$ cat config.mk
export PLATFORM = sky130hd
export DESIGN_NAME = mem_port_arbiter
export DESIGN_NICKNAME = d
export VERILOG_FILES = /design/src/rtl/mem_port_arbiter.sv
export SDC_FILE = /design/constraint.sdc
export NUM_CORES = 1
export LEC_CHECK = 0
export ABC_AREA = 1
export CAP_MARGIN = 20
export CORE_ASPECT_RATIO = 1.75
export CORE_MARGIN = 2
export CORE_UTILIZATION = 42
export DETAILED_ROUTE_END_ITERATION = 10
export PLACE_DENSITY = 0.8
export SLEW_MARGIN = 20
export SYNTH_ARGS = -nofsm -noshare
export SYNTH_HDL_FRONTEND = slang
export SYNTH_SLANG_ARGS = --single-unit
$ cat constraint.sdc
create_clock -name clk -period 1.7 [get_ports clk]
set_input_delay 0.34 -clock clk [delete_from_list [all_inputs] [get_ports clk]]
set_output_delay 0.34 -clock clk [all_outputs]
set_load 0.005 [all_outputs]
$ cat src/rtl/mem_port_arbiter.sv
// Single-port memory arbiter between fetch (if_*) and load/store (dm_*) requesters.
// Optional build macro ARB_ROUND_ROBIN_EN swaps fixed dm priority for round-robin on collisions.
module mem_port_arbiter #(
    parameter int ADDR_W  = 24,
    parameter int DATA_W  = 32,
    parameter int MEM_LAT = 1    // legal range 1..7
) (
    input  logic              clk,
    input  logic              rst,
    input  logic              if_req,
    input  logic [ADDR_W-1:0] if_addr,
    output logic              if_gnt,
    output logic              if_done,
    output logic [DATA_W-1:0] if_rdata,
    input  logic              dm_req,
    input  logic              dm_we,
    input  logic [ADDR_W-1:0] dm_addr,
    input  logic [DATA_W-1:0] dm_wdata,
    output logic              dm_gnt,
    output logic              dm_done,
    output logic [DATA_W-1:0] dm_rdata,
    output logic              mem_en,
    output logic              mem_we,
    output logic [ADDR_W-1:0] mem_addr,
    output logic [DATA_W-1:0] mem_wdata,
    input  logic [DATA_W-1:0] mem_rdata,
    output logic              busy
);

    typedef enum logic [1:0] {IDLE, ACCESS, WAIT, RESP} state_t;

    localparam logic [2:0] LAT_M1 = 3'(MEM_LAT - 1);

    state_t     state, state_nxt;
    logic [2:0] cnt;
    logic       own_dm;
    logic       we_q;
    logic       any_req;
    logic       pick_dm;

    assign any_req = if_req | dm_req;

`ifdef ARB_ROUND_ROBIN_EN
    // 1 = dm was the last requester granted; a collision goes to the other side.
    logic last_dm;

    assign pick_dm = dm_req & ~(if_req & last_dm);

    always_ff @(posedge clk or negedge rst) begin
        if (!rst)
            last_dm <= 1'b0;
        else if (state == IDLE && any_req)
            last_dm <= pick_dm;
    end
`else
    assign pick_dm = dm_req;
`endif

    always_ff @(posedge clk or negedge rst) begin
        if (!rst)
            state <= IDLE;
        else
            state <= state_nxt;
    end

    always_comb begin
        state_nxt = state;
        case (state)
            IDLE:    if (any_req) state_nxt = ACCESS;
            ACCESS:  state_nxt = WAIT;
            WAIT:    if (cnt == 3'd0) state_nxt = RESP;
            RESP:    state_nxt = IDLE;
            default: state_nxt = IDLE;
        endcase
    end

    always_ff @(posedge clk or negedge rst) begin
        if (!rst) begin
            own_dm    <= 1'b0;
            we_q      <= 1'b0;
            mem_addr  <= '0;
            mem_wdata <= '0;
            cnt       <= 3'd0;
            if_rdata  <= '0;
            dm_rdata  <= '0;
        end else begin
            case (state)
                IDLE: begin
                    if (any_req) begin
                        own_dm    <= pick_dm;
                        we_q      <= pick_dm & dm_we;
                        mem_addr  <= pick_dm ? dm_addr : if_addr;
                        mem_wdata <= pick_dm ? dm_wdata : '0;
                    end
                end
                ACCESS: cnt <= LAT_M1;
                WAIT: begin
                    // Counter at zero marks the edge where the memory word is valid.
                    if (cnt == 3'd0) begin
                        if (!we_q) begin
                            if (own_dm)
                                dm_rdata <= mem_rdata;
                            else
                                if_rdata <= mem_rdata;
                        end
                    end else begin
                        cnt <= cnt - 3'd1;
                    end
                end
                default: ;
            endcase
        end
    end

    assign mem_en  = (state == ACCESS);
    assign mem_we  = mem_en & we_q;
    assign if_gnt  = mem_en & ~own_dm;
    assign dm_gnt  = mem_en & own_dm;
    assign if_done = (state == RESP) & ~own_dm;
    assign dm_done = (state == RESP) & own_dm;
    assign busy    = (state != IDLE);

endmodule

==> qor.json <==
{
  "biggest_fanout_along_the_worst_timing_path": 4,
  "grt_antenna_before_repair": 0,
  "finish.utilization_pct": 70.6,
  "ys_chip_area_um2": 5500,
  "setup.reg_to_reg.worst_slack_ps": 40,
  "crit_start": "state[1]$_DFFE_PN0P_",
  "routed_via_density": 4.90,
  "gr-usage-all-layers_pct": 23.5,
  "grt_remaining_overflow": 0,
  "layout_top_cells": "304 x sky130_fd_sc_hd__nand2_1, 234 x sky130_fd_sc_hd__clkdlybuf4s50_1, 126 x sky130_fd_sc_hd__dfrtp_1",
  "area.share.combinational_pct": 22.7,
  "violations": "negative setup slack",
  "worst_path_class_setup": "reg -> out",
  "post-cts-setup-buffers": 5,
  "ys_seq_elements": 127,
  "layout.area.comb_um2": 2060,
  "synth.lib_cells_used.distinct": 17,
  "die.size.y_um": 155,
  "endpoint": "if_done",
  "outcome": "finished with violations",
  "layout-drive-gt1-share_pct": 10.5,
  "synth.cellmix.compoundShare_pct": 2.89,
  "hold_path_end": "own_dm$_DFFE_PN0P_",
  "logic_gate_count": 455,
  "pin_count_of_the_biggest_net_entering_global_routing": 81,
  "p_leak_nw": 4.50,
  "dpl-instance-area_um2": 8200,
  "worst_r2r_path_depth": 10,
  "synth_stat.cells": 662,
  "power_density_nw_per_um2": 1850,
  "worst_r2r_endpoint": "if_rdata[26]$_DFFE_PN0P_",
  "synth_area_per_inst_um2": 8.31,
  "enable_flop_cells": 0,
  "setup_viol": 1,
  "setup_repair_after_global_routing_missed_its_margin": "true",
  "ff_type": "sky130_fd_sc_hd__dfrtp_1",
  "tritoncts.num_buffers": 17,
  "post_synth_fa_ha_maj_area_fraction_pct": 1.82,
  "post_route_worst_setup_slack_ps": -0.844,
  "timing.final.max_slew_violations": 0,
  "synthesis.area_um2": 5500,
  "topCellsByArea": "sky130_fd_sc_hd__dfrtp_1 58%, sky130_fd_sc_hd__nand2_1 21%, sky130_fd_sc_hd__nand3_1 8.9%, sky130_fd_sc_hd__inv_1 2.8%, sky130_fd_sc_hd__o21ai_0 2.7%"
}
## metrics by stage
step                      hold WS (ps)  setup TNS [ps]  instances  power, mW
after floorplan                   44.4               0        662       8.13
after global placement             227               0       1058       12.2
after detailed placement           230           -25.2       1058       12.4
after CTS                          255            -135       1096       16.3
after global routing               295            -611       1103       18.0
final                              271          -0.844       1103       16.8
## power by group
| part | switching [mW] | leakage, nW | total [mW] | internal (mW) |
|---|---|---|---|---|
| registers | 0.837 | 1.57 | 5.30 | 4.46 |
| logic | 3.60 | 2.63 | 7.80 | 4.20 |
| clock network | 1.48 | 0.301 | 3.70 | 2.22 |
| total | 5.92 | 4.50 | 16.8 | 10.9 |
## metal layers
layer / share of wire, % / GRT usage (%)
met1: 35 / 26.7
met2: 54 / 41.6
met3: 7.7 / 5.71
met4: 3.5 / 10.3
met5: 0 / 0
Where the registers sit:
The bar under the picture is 20 µm long. Other sequential cells in the stronger grey, the rest of the logic in the fainter grey.
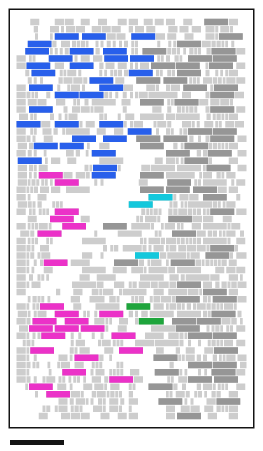
- `cnt`: cyan (flops 3)
- `mem_addr`: magenta (flops 24)
- `mem_wdata`: blue (flops 32)
- `state`: green (flops 2)
- not coloured: 66

Clock distribution:
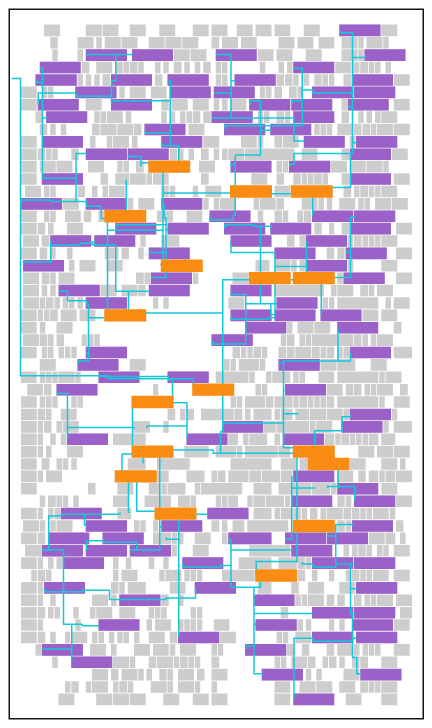
- clock wires: cyan (length 1,630 µm)
- flip-flops: purple (count 127)
- clock drivers: orange (count 17)
- flops lie: widely spread

Power figures rest on the tool's default switching activity, not on a simulated workload.
